### Placed standard cells, run 1

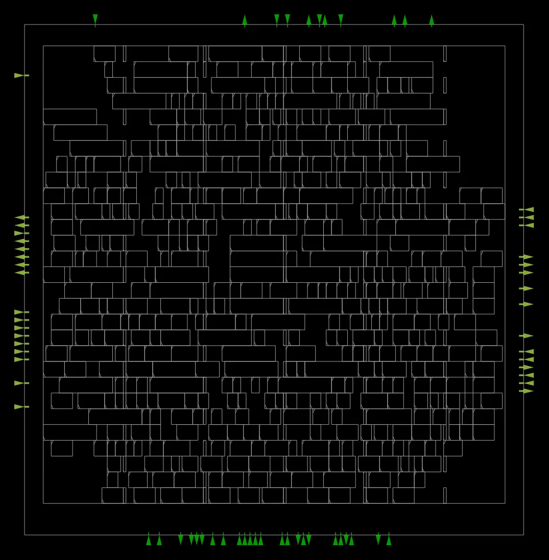
### Cell sizes after repair, run 1

Scale bar: 20 um.
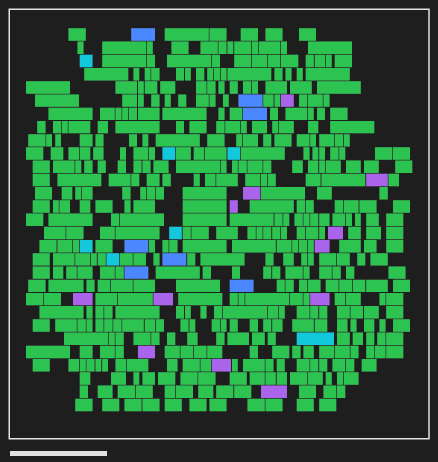
### Sequential cells grouped by signal name, run 1

Scale bar: 20 um. Other sequential cells in the stronger grey, the rest of the logic in the fainter grey.
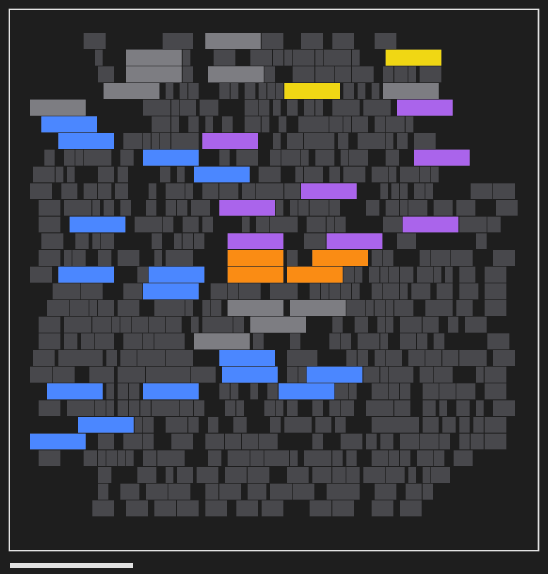
File: src/rtl/alarm_pkg.sv
`default_nettype none
// ============================================================================
//  Module      : alarm_pkg
//  Description : Shared constants, state encoding and BCD helpers for the
//                time-of-day / alarm stage.
//  Revision    : 1.0
// ============================================================================
package alarm_pkg;

    typedef enum logic [1:0] {
        ST_IDLE     = 2'd0,
        ST_RINGING  = 2'd1,
        ST_SNOOZING = 2'd2
    } alarm_state_t;

    localparam int c_BCD_W       = 4;
    localparam int c_HHMM_W      = 16;
    localparam int c_HHMMSS_W    = 24;
    localparam int c_MAX_DIGIT   = 9;
    localparam int c_MAX_H10     = 2;
    localparam int c_MAX_M10     = 5;
    localparam int c_HOURS_LIMIT = 23;

    function automatic logic hhmm_valid(input logic [c_HHMM_W-1:0] v);
        int h10, h1, m10, m1;
        h10 = int'(v[15:12]);
        h1  = int'(v[11:8]);
        m10 = int'(v[7:4]);
        m1  = int'(v[3:0]);
        return (h10 <= c_MAX_H10) && (h1 <= c_MAX_DIGIT) &&
               (m10 <= c_MAX_M10) && (m1 <= c_MAX_DIGIT) &&
               (h10 * 10 + h1 <= c_HOURS_LIMIT);
    endfunction

    // HH:MM one minute later, wrapping 23:59 to 00:00.
    function automatic logic [c_HHMM_W-1:0] hhmm_inc(input logic [c_HHMM_W-1:0] v);
        logic [3:0] h10, h1, m10, m1;
        h10 = v[15:12];
        h1  = v[11:8];
        m10 = v[7:4];
        m1  = v[3:0];
        if (m1 != 4'(c_MAX_DIGIT)) begin
            m1 = m1 + 4'd1;
        end else begin
            m1 = 4'd0;
            if (m10 != 4'(c_MAX_M10)) begin
                m10 = m10 + 4'd1;
            end else begin
                m10 = 4'd0;
                if (h10 == 4'(c_HOURS_LIMIT / 10) && h1 == 4'(c_HOURS_LIMIT % 10)) begin
                    h10 = 4'd0;
                    h1  = 4'd0;
                end else if (h1 == 4'(c_MAX_DIGIT)) begin
                    h1  = 4'd0;
                    h10 = h10 + 4'd1;
                end else begin
                    h1 = h1 + 4'd1;
                end
            end
        end
        return {h10, h1, m10, m1};
    endfunction

endpackage
`default_nettype wire

File: src/rtl/bcd_digit_counter.sv
`default_nettype none
// ============================================================================
//  Module      : bcd_digit_counter
//  Description : Single BCD digit, counts 0..MAX_VAL with carry-out and load.
//  Revision    : 1.0
// ============================================================================
module bcd_digit_counter
    import alarm_pkg::*;
#(
    parameter int MAX_VAL = 9
) (
    input  logic               clock,
    input  logic               reset,
    input  logic               enable,
    input  logic               load,
    input  logic [c_BCD_W-1:0] load_value,
    output logic [c_BCD_W-1:0] digit,
    output logic               carry_out
);

    logic [c_BCD_W-1:0] r_digit;

    assign digit     = r_digit;
    assign carry_out = enable && (r_digit == c_BCD_W'(MAX_VAL));

    always_ff @(posedge clock or posedge reset) begin
        if (reset) begin
            r_digit <= '0;
        end else if (load) begin
            r_digit <= load_value;
        end else if (enable) begin
            r_digit <= carry_out ? '0 : r_digit + c_BCD_W'(1);
        end
    end

endmodule
`default_nettype wire

File: src/rtl/time_keeper.sv
`default_nettype none
// ============================================================================
//  Module      : time_keeper
//  Description : 24 h BCD time-of-day counter with load and ring/snooze alarm.
//  Revision    : 1.0
// ============================================================================
module time_keeper
    import alarm_pkg::*;
#(
    parameter int SNOOZE_MIN     = 5,
    parameter int RING_TIMEOUT_S = 60
) (
    input  logic                  clock,
    input  logic                  reset,
    input  logic                  one_second,
    input  logic                  load_time,
    input  logic [c_HHMM_W-1:0]   load_hhmm,
    input  logic [c_HHMM_W-1:0]   alarm_hhmm,
    input  logic                  alarm_enable,
    input  logic                  snooze,
    input  logic                  stop,
    output logic [c_HHMMSS_W-1:0] time_hhmmss,
    output logic                  minute_tick,
    output logic                  load_error,
    output logic                  alarm_ring,
    output logic [1:0]            alarm_state
);

    localparam logic [7:0] c_RING_LOAD = 8'(RING_TIMEOUT_S);
    localparam logic [3:0] c_SNZ_LOAD  = 4'(SNOOZE_MIN);

    logic                 w_tick;
    logic                 w_load_ok;
    logic                 w_load_bad;
    logic                 w_min_wrap;
    logic                 w_match;
    logic [3:0]           w_en;
    logic [3:0]           w_carry;
    logic [c_BCD_W-1:0]   w_digit    [4];
    logic [c_BCD_W-1:0]   w_ld_digit [4];
    logic [c_HHMM_W-1:0]  w_hhmm;

    logic [3:0]           r_h10;
    logic [3:0]           r_h1;
    logic                 r_minute_tick;
    logic                 r_load_error;
    alarm_state_t         r_state;
    logic                 r_alarm_ring;
    logic [7:0]           r_ring_cnt;
    logic [3:0]           r_snz_cnt;

    // A load, valid or not, swallows a coincident strobe.
    assign w_tick     = one_second && !load_time;
    assign w_load_ok  = load_time && hhmm_valid(load_hhmm);
    assign w_load_bad = load_time && !hhmm_valid(load_hhmm);

    assign w_ld_digit[0] = '0;
    assign w_ld_digit[1] = '0;
    assign w_ld_digit[2] = load_hhmm[3:0];
    assign w_ld_digit[3] = load_hhmm[7:4];

    // Digit order: S1, S10, M1, M10.
    generate
        for (genvar i = 0; i < 4; i++) begin : g_digit
            if (i == 0) begin : g_first
                assign w_en[i] = w_tick;
            end else begin : g_chain
                assign w_en[i] = w_carry[i-1];
            end
            bcd_digit_counter #(
                .MAX_VAL((i % 2 == 1) ? c_MAX_M10 : c_MAX_DIGIT)
            ) u_digit (
                .clock      (clock),
                .reset      (reset),
                .enable     (w_en[i]),
                .load       (w_load_ok),
                .load_value (w_ld_digit[i]),
                .digit      (w_digit[i]),
                .carry_out  (w_carry[i])
            );
        end
    endgenerate

    always_ff @(posedge clock or posedge reset) begin
        if (reset) begin
            r_h10 <= '0;
            r_h1  <= '0;
        end else if (w_load_ok) begin
            r_h10 <= load_hhmm[15:12];
            r_h1  <= load_hhmm[11:8];
        end else if (w_carry[3]) begin
            if (r_h10 == 4'(c_HOURS_LIMIT / 10) && r_h1 == 4'(c_HOURS_LIMIT % 10)) begin
                r_h10 <= '0;
                r_h1  <= '0;
            end else if (r_h1 == 4'(c_MAX_DIGIT)) begin
                r_h10 <= r_h10 + 4'd1;
                r_h1  <= '0;
            end else begin
                r_h1 <= r_h1 + 4'd1;
            end
        end
    end

    assign w_min_wrap = w_carry[1];
    assign w_hhmm     = {r_h10, r_h1, w_digit[3], w_digit[2]};
    // Compare against the minute being entered so the ring lines up with minute_tick.
    assign w_match    = (hhmm_inc(w_hhmm) == alarm_hhmm);

    always_ff @(posedge clock or posedge reset) begin
        if (reset) begin
            r_minute_tick <= 1'b0;
            r_load_error  <= 1'b0;
        end else begin
            r_minute_tick <= w_min_wrap;
            r_load_error  <= w_load_bad;
        end
    end

    always_ff @(posedge clock or posedge reset) begin
        if (reset) begin
            r_state      <= ST_IDLE;
            r_alarm_ring <= 1'b0;
            r_ring_cnt   <= '0;
            r_snz_cnt    <= '0;
        end else if (!alarm_enable) begin
            r_state      <= ST_IDLE;
            r_alarm_ring <= 1'b0;
        end else begin
            case (r_state)
                ST_IDLE: begin
                    if (w_min_wrap && w_match) begin
                        r_state      <= ST_RINGING;
                        r_alarm_ring <= 1'b1;
                        r_ring_cnt   <= c_RING_LOAD;
                    end
                end
                ST_RINGING: begin
                    if (stop) begin
                        r_state      <= ST_IDLE;
                        r_alarm_ring <= 1'b0;
                    end else if (snooze) begin
                        r_state      <= ST_SNOOZING;
                        r_alarm_ring <= 1'b0;
                        r_snz_cnt    <= c_SNZ_LOAD;
                    end else if (one_second) begin
                        r_ring_cnt <= r_ring_cnt - 8'd1;
                        if (r_ring_cnt == 8'd1) begin
                            r_state      <= ST_IDLE;
                            r_alarm_ring <= 1'b0;
                        end
                    end
                end
                ST_SNOOZING: begin
                    if (stop) begin
                        r_state      <= ST_IDLE;
                        r_alarm_ring <= 1'b0;
                    end else if (w_min_wrap) begin
                        r_snz_cnt <= r_snz_cnt - 4'd1;
                        if (r_snz_cnt == 4'd1) begin
                            r_state      <= ST_RINGING;
                            r_alarm_ring <= 1'b1;
                            r_ring_cnt   <= c_RING_LOAD;
                        end
                    end
                end
                default: begin
                    r_state      <= ST_IDLE;
                    r_alarm_ring <= 1'b0;
                end
            endcase
        end
    end

    assign time_hhmmss = {r_h10, r_h1, w_digit[3], w_digit[2], w_digit[1], w_digit[0]};
    assign minute_tick = r_minute_tick;
    assign load_error  = r_load_error;
    assign alarm_ring  = r_alarm_ring;
    assign alarm_state = r_state;

endmodule
`default_nettype wire

File: config.mk
export PLATFORM = sky130hd
export DESIGN_NAME = time_keeper
export DESIGN_NICKNAME = d
export VERILOG_FILES = /design/src/rtl/alarm_pkg.sv /design/src/rtl/bcd_digit_counter.sv /design/src/rtl/time_keeper.sv
export SDC_FILE = /design/constraint.sdc
export NUM_CORES = 1
export LEC_CHECK = 0
export CAP_MARGIN = 20
export CORE_AREA = 3 3 83 85
export DETAILED_ROUTE_END_ITERATION = 8
export DIE_AREA = 0 0 86 88
export GPL_TIMING_DRIVEN = 1
export PLACE_DENSITY = 0.84
export SYNTH_ARGS = -nofsm -noshare
export SYNTH_HDL_FRONTEND = slang
export SYNTH_SLANG_ARGS = --single-unit
export TNS_END_PERCENT = 10
File: constraint.sdc
create_clock -name clock -period 6 [get_ports clock]
set_input_delay 1.8 -clock clock [delete_from_list [all_inputs] [get_ports clock]]
set_output_delay 1.8 -clock clock [all_outputs]
set_load 0.01 [all_outputs]
==> run notes, run 1 <==
run results: status finished, final reports clean, initial antenna violation count 0, ys cells 419, post-DR wirelength/cell 15.6 um, number of diodes 0, DR pass1 iterations 5, top comb family, area simple AND/OR/NAND/NOR gates, Gate Count Post-Synth 419, Hold Path Depth 1, Hold Path Class flop to flop, core area 6280 sq um, mean post-synth cell area 8.32 sq um, synthesized area 3490 sq um, dpl hpwl 6610 um, Simple Share, Synth 24.6%, R2R depth 9, ys async rst share 100%, CTS tree yes, Top cell excl fill/tap clkdlybuf4s50_1, clk root buf clkbuf_8, reg2reg start g_digit[2].u_digit.digit[0], Horiz. Die Dim 86 um, drt total wl 8740 um, Post-CTS Setup Bufs 0, Adder-Cell Fraction of Synth Area 10.5%, Placed Area 4190 sq um, FF-to-FF End r_ring_cnt[0], area grow syn2layout 23.1%, Die H 88 um, via count 3417
## Picture notes: 'Placed standard cells'
num tapcells: 77
Seq area share: 23.9%

## Picture notes: 'Cell sizes after repair'
Blue stands for drive 6 and up, cells 7. Green stands for drive 1 or less, cells 458. Cyan stands for drive 3 to 4, cells 7. Purple stands for drive 2, cells 12.

## Picture notes: 'Sequential cells grouped by signal name'
Purple stands for r_ring_cnt, sequential cells 8. Yellow stands for alarm_state, sequential cells 2. Orange stands for r_h10, sequential cells 4, where middle. Blue stands for g_digit.u_digit.digit, sequential cells 16.
Another 11 sequential cells are not coloured.

[run 1: synthesized netlist by cell type, drive strengths merged (2+ instances only)]
master and number:
nand2 44, o21ai 42, dfrtp 41, a21oi 38
ha 26, inv 24, nor2 20, nor3 19
mux2i 9, nand2b 9, buf 8, nand3 8
and3 7, clkbuf 7, xnor2 7, xor2 7
and3b 6, nor3b 6, a211oi 5, and2 5
nand3b 5, nor2b 5, nand4 4, o31ai 4
or3 4, or4 4, a221oi 3, a22oi 3
mux2 3, nand4b 3, nor4 3, o211ai 3
o22ai 3, a2111oi 2, a21o 2, and4 2
fa 2, o21a 2, o21bai 2, o221ai 2
o2bb2ai 2, or3b 2
[run 1: kinds of logic after synthesis]
kind of cell / after synthesis
simple gates: 157
fa+ha+maj: 28
flops: 41
mux: 12
compound gates: 126
buf+inv: 41
xor+xnor: 14
[run 1: worst max-delay path, stage by stage]
cell             delay (ns)
clkdlybuf4s50_1        0.61
ha_1                   0.28
ha_1                   0.21
fa_1                   0.40
nor4_1                 0.28
nand4_1                0.11
a2111oi_0              0.30
buf_4                  0.20
and2_0                 0.34
buf_4                  0.24
mux2_2                 0.34
[run 1: flip-flops by register name, summed over array words and instances, names as in the netlist]
name,flops
r_ring_cnt,8
r_h10,4
alarm_state,2
g_digit.u_digit.digit,16
r_snz_cnt,4
minute_tick,1
alarm_ring,1
r_h1,4
load_error,1
[run 1: per-layer routing]
| layer | part of all wire (%) | vias to the layer above | GRT usage, % | routed length (um) |
|---|---|---|---|---|
| li1 | - | 1655 | - | - |
| met1 | 47 | 1652 | 32.7 | 4070 |
| met2 | 47 | 105 | 37.9 | 4100 |
| met3 | 5.7 | 5 | 4.05 | 494 |
| met4 | 0.90 | 0 | 7.34 | 79 |
| met5 | 0 | - | 0 | 0 |
[run 1: worst max-delay path by stage]
stage,startpoint,endpoint,slack [ns],cells past startpoint
final,load_hhmm[13],r_h1[3],1.08,11
after detailed placement,load_hhmm[13],r_h1[3],0.77,11
after global placement,load_hhmm[13],r_h1[3],0.88,11
after CTS,load_hhmm[13],r_h1[3],1.10,11
after global routing,load_hhmm[13],r_h1[1],0.85,13
after floorplan,load_hhmm[13],r_h1[3],1.40,9
[run 1: area by class of cell]
type	instances	area, sq um
multi-input cells	337	2260
well taps	77	96.3
flip-flops and latches	41	1030
clock buffers	7	96.3
repair buffers	73	716
inverters	25	93.8
clock inverters	1	5.00
fillers	533	1990
[run 1: through the flow]
step,instances,hold slack [ns],power [W]
finish,561,0.500,0.00105
global route,561,0.532,0.00113
CTS,561,0.502,0.00106
detailed placement,553,0.480,0.000849
global placement,553,0.474,0.000832
floorplan,419,0.455,0.000688
[run 1: report_power, final]
| part | leakage, nW | internal [W] | switching, W |
|---|---|---|---|
| logic | 1.15 | 0.000211 | 0.000214 |
| clock network | 0.0542 | 0.000104 | 0.0000980 |
| registers | 0.535 | 0.000339 | 0.0000878 |
==> run 2: changes to the inputs <==
CORE_AREA = 3 3 86 88   (was 3 3 83 85)
DIE_AREA = 0 0 89 91   (was 0 0 86 88)
PLACE_DENSITY = 0.79   (was 0.84)
clock period = 5 ns   (was 6 ns; I/O delays follow)
### Placed standard cells, run 2

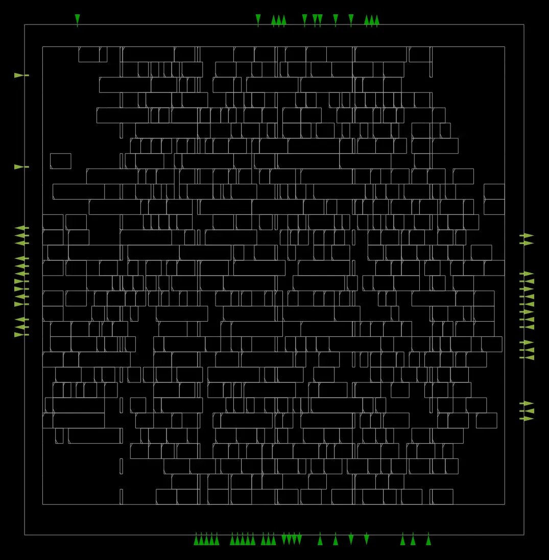
core area: 6720 sq um
Seq area share: 23.7%

### Clock network drawn from the DEF, run 2

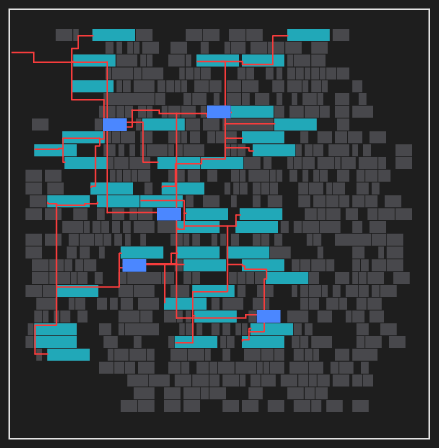
Cyan stands for flip-flops, count 41. Blue stands for cells driving clock nets, count 5. Red stands for clock wires, length 546 um.
There are 6 routed clock nets.

### Signal metal coverage by tile, run 2

18 x 18 tiles, from dark blue (low) to red (high), scaled to the fullest tile. Values are wire area over tile area, all layers added.
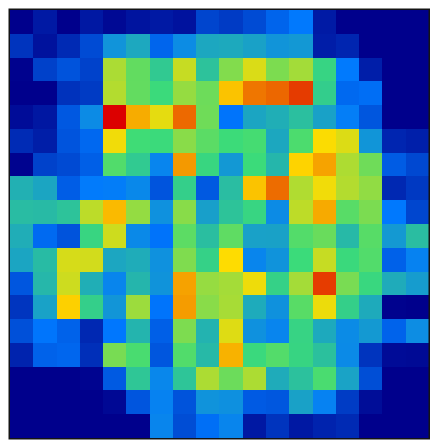
The emptiest ninth of the die: bottom left. 27% of the tiles are over half the peak. The mean over all tiles is 0.18. 14% of the tiles are nearly empty. The fullest tile reaches 0.53.

==> run notes, run 2 <==
run results: Die H 91 um, synthesized area 3490 sq um, ys async rst share 100%, ys cells 419, drt total wl 9310 um, Worst path slowest cell clkdlybuf4s50_1, ordered list of cells on the worst path clkdlybuf4s50_1 > ha_1 > ha_1 > fa_1 > nor4_1 > nand4_1 > a2111oi_0 > buf_4 > and2_0 > buf_4 > nand2_1 > o21ai_0, Synth top cell by count nand2_1, Critical path origin load_hhmm[13], top cells by count nand2_1 (44), dfrtp_1 (41), o21ai_0 (41), Top cell excl fill/tap clkdlybuf4s50_1, area grow syn2layout 24.3%, Hold Path Class flop to flop, dpl hpwl 7130 um, status finished, final reports clean, Gate Count Post-Synth 419, Largest register FFs 16, CTS tree yes, CP delay by family, top buffers and inverters, Buf+Inv Stages, Crit Path 3, reg2reg start g_digit[2].u_digit.digit[0], post-DR wirelength/cell 16.5 um, via count 3352
run 2: cell counts after synthesis:
No cell type changed its count.
run 2: logic make-up (layout without fill, tap and decap cells):
group	Yosys count	count (layout)	synth area share, %
fa+ha+maj	28	28	10.5
xor+xnor	14	14	3.52
compound gates	126	126	22.6
mux	12	12	3.55
simple gates	157	157	24.6
flops	41	41	29.4
buf+inv	41	107	5.81
run 2: final cells by class:
cell class | instances | area (sq um) | area share [%]
flip-flops and latches | 41 | 1030 | 23.7
repair buffers | 74 | 723 | 16.7
inverters | 25 | 93.8 | 2.17
well taps | 80 | 100 | 2.31
clock inverters | 3 | 65.1 | 1.50
clock buffers | 5 | 68.8 | 1.59
multi-input cells | 337 | 2260 | 52.1
run 2: path summary, 6_finish.rpt:
kind | to | slack, ns | cells after the start
max in group asynchronous | r_snz_cnt[2] | 2.55 | 3
min | r_snz_cnt[2] | 0.50 | 1
min in group asynchronous | alarm_state[1] | 1.64 | 2
max | r_h1[1] | 0.48 | 12
max reg2reg | r_ring_cnt[3] | 1.51 | 9
min reg2reg | r_snz_cnt[2] | 0.50 | 1
run 2: per-layer routing:
layer / up-vias / global-route usage (%) / part of all wire [%]
met4: 0 / 7.20 / 1.1
met3: 8 / 3.63 / 4.2
met2: 81 / 37.3 / 48
met5: - / 0 / 0
li1: 1659 / - / -
met1: 1604 / 35.2 / 46
run 2: power by group:
group | total, W | internal (W) | switching [W]
Sequential | 0.000511 | 0.000407 | 0.000104
Combinational | 0.000512 | 0.000254 | 0.000258
Clock | 0.000318 | 0.000198 | 0.000120
run 2: per-stage QoR:
step           worst slack [ns]  area, sq um  std cells  power, W  hold slack (ns)
2_1_floorplan             0.699         3490        419  0.000825            0.455
3_3_place_gp              0.236         4200        557   0.00100            0.472
3_5_place_dp              0.133         4200        557   0.00102            0.480
4_1_cts                   0.439         4330        565   0.00135            0.495
5_1_grt                   0.158         4330        565   0.00144            0.529
6_report                  0.483         4330        565   0.00134            0.497
==> run 3: changes to the inputs <==
CORE_AREA = 3 3 87 89   (was 3 3 86 88)
DIE_AREA = 0 0 90 92   (was 0 0 89 91)
SYNTH_HIERARCHICAL = 1   (was not set)
### Signal metal coverage by tile, run 3

18 x 18 tiles, from dark blue (low) to red (high), scaled to the fullest tile. Values are wire area over tile area, all layers added.
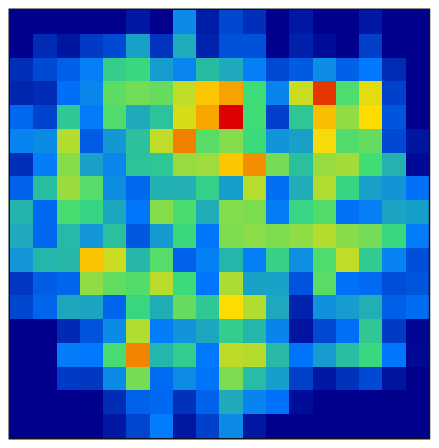
The emptiest ninth of the die: bottom right. 23% of the tiles are over half the peak. The fullest tile reaches 0.55. 15% of the tiles are nearly empty. The densest ninth of the die: middle. The mean over all tiles is 0.17.

### Sequential cells grouped by signal name, run 3

Scale bar: 20 um. Other sequential cells in the stronger grey, the rest of the logic in the fainter grey.
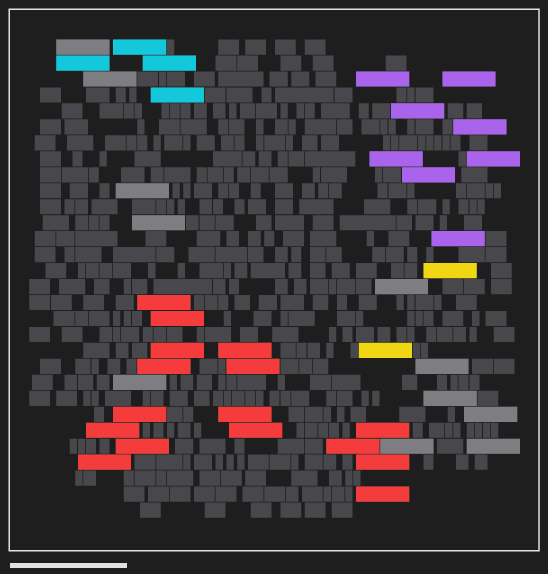
Cyan stands for r_h10, sequential cells 4, where top left. Red stands for g_digit.u_digit/digit, sequential cells 16. Purple stands for r_ring_cnt, sequential cells 8, where top right. Yellow stands for alarm_state, sequential cells 2.
Another 11 sequential cells are not coloured.

### Cell sizes after repair, run 3

Scale bar: 20 um.
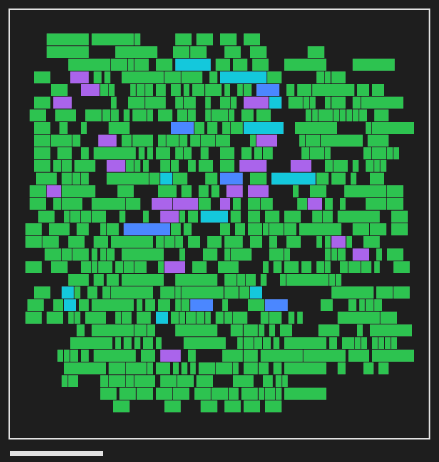
Green stands for drive 1 or less, cells 452. Purple stands for drive 2, cells 21. Cyan stands for drive 3 to 4, cells 11. Blue stands for drive 6 and up, cells 6.

==> run notes, run 3 <==
run results: clk root buf clkbuf_8, number of diodes 0, met1 Use GR 28.4%, Leak 1.90 nW, Die H 92 um, Post-CTS Setup Bufs 0, Buf+Inv Stages, Crit Path 4, ys async rst share 100%, vias per cell 5.70, Horiz. Die Dim 90 um, DR pass1 iterations 5, Critical path origin one_second, Layout fillers 599, biggest area cells dfrtp_1 (29%), ha_1 (7.6%), nand2_1 (4.3%), o21ai_0 (4.2%), inv_1 (3.5%), ys cells 415, drt total wl 9070 um, CP delay by family, top buffers and inverters, initial antenna violation count 0, FF-to-FF End r_ring_cnt[3], worst setup path endpoint r_ring_cnt[3], Pwr Total 0.00121 W, reg2reg start g_digit[0].u_digit/digit[1], dpl hpwl 7110 um, mean post-synth cell area 8.67 sq um, Top-area cell share 28.5%, area grow syn2layout 24.6%, Gate Count Post-Synth 415, GR Layer Usage met2 38.7%, Largest register FFs 16, Worst path slowest cell clkdlybuf4s50_1, grt met3 use 3.20%, critical path depth 12, post-DR wirelength/cell 15.5 um, GRT overflow 0, Top cell excl fill/tap clkdlybuf4s50_1, CTS tree yes, R2R depth 12, ordered list of cells on the worst path clkdlybuf4s50_1 > nor2b_1 > nand4b_1 > inv_1 > nand4b_1 > inv_1 > buf_4 > nand2_1 > o31ai_1 > nand3_1 > o41ai_1 > nand3_1, GR peak layer met2, Hold-fix buffers, CTS 0, status finished, final reports clean
==> run 3: netlist changes by cell type in the layout (fill, tap and decap cells not counted), moves of 6 or more <==
cell	delta
inv_1	+10
nor2b_1	+13
mux2i_1	-6
xor2_1	+6
nor3_1	-15
conb_1	+8
o21ai_0	-11
o41ai_1	+7
a21oi_1	-16
==> run 3: layout make-up <==
type                       count  area [sq um]  share of cell area, %
clock buffer                   6          72.6                   1.62
clock inverter                 2          15.0                  0.335
inverter                      34           128                   2.85
multi-input combinational    335          2390                   53.4
sequential                    41          1030                   22.9
tap                           96           120                   2.68
timing repair buffer          72           728                   16.2
==> run 3: per-layer routing <==
metal / part of all wire [%] / wire (um)
met5: 0 / 0
met2: 50 / 4490
met4: 0.78 / 71
met1: 45 / 4080
met3: 4.7 / 423
==> run 3: worst min-delay path by stage <==
stage	end	depth (start not counted)
2_1_floorplan	r_snz_cnt[2]	1
6_report	r_snz_cnt[2]	1
5_1_grt	r_ring_cnt[0]	1
3_3_place_gp	r_snz_cnt[1]	2
3_5_place_dp	r_snz_cnt[1]	2
4_1_cts	r_snz_cnt[1]	2
==> run 3: per-stage QoR <==
stage	cells	hold WS (ns)	area [sq um]	worst slack (ns)
6_report	586	0.523	4480	0.543
5_1_grt	586	0.554	4480	0.185
4_1_cts	585	0.530	4460	0.560
3_5_place_dp	577	0.510	4370	0.255
3_3_place_gp	577	0.484	4370	0.349
2_1_floorplan	422	0.463	3620	0.640
==> run 3: report_power, final <==
part           switching [W]  total [W]  leakage, nW  internal, W
Clock               0.000119   0.000217       0.0374    0.0000983
Combinational       0.000232   0.000500         1.34     0.000268
Sequential          0.000106   0.000492        0.527     0.000385
Total               0.000457    0.00121         1.90     0.000752
==> run 3: cell families after synthesis <==
logic type	Yosys count	share of synthesized area [%]
simple gates	158	26.1
compound gates	116	23.3
buf+inv	46	5.67
flops	41	28.5
fa+ha+maj	24	8.76
xor+xnor	20	4.87
mux	9	2.71
other cells	1	0.104
Power is estimated from default activity; no workload was simulated.
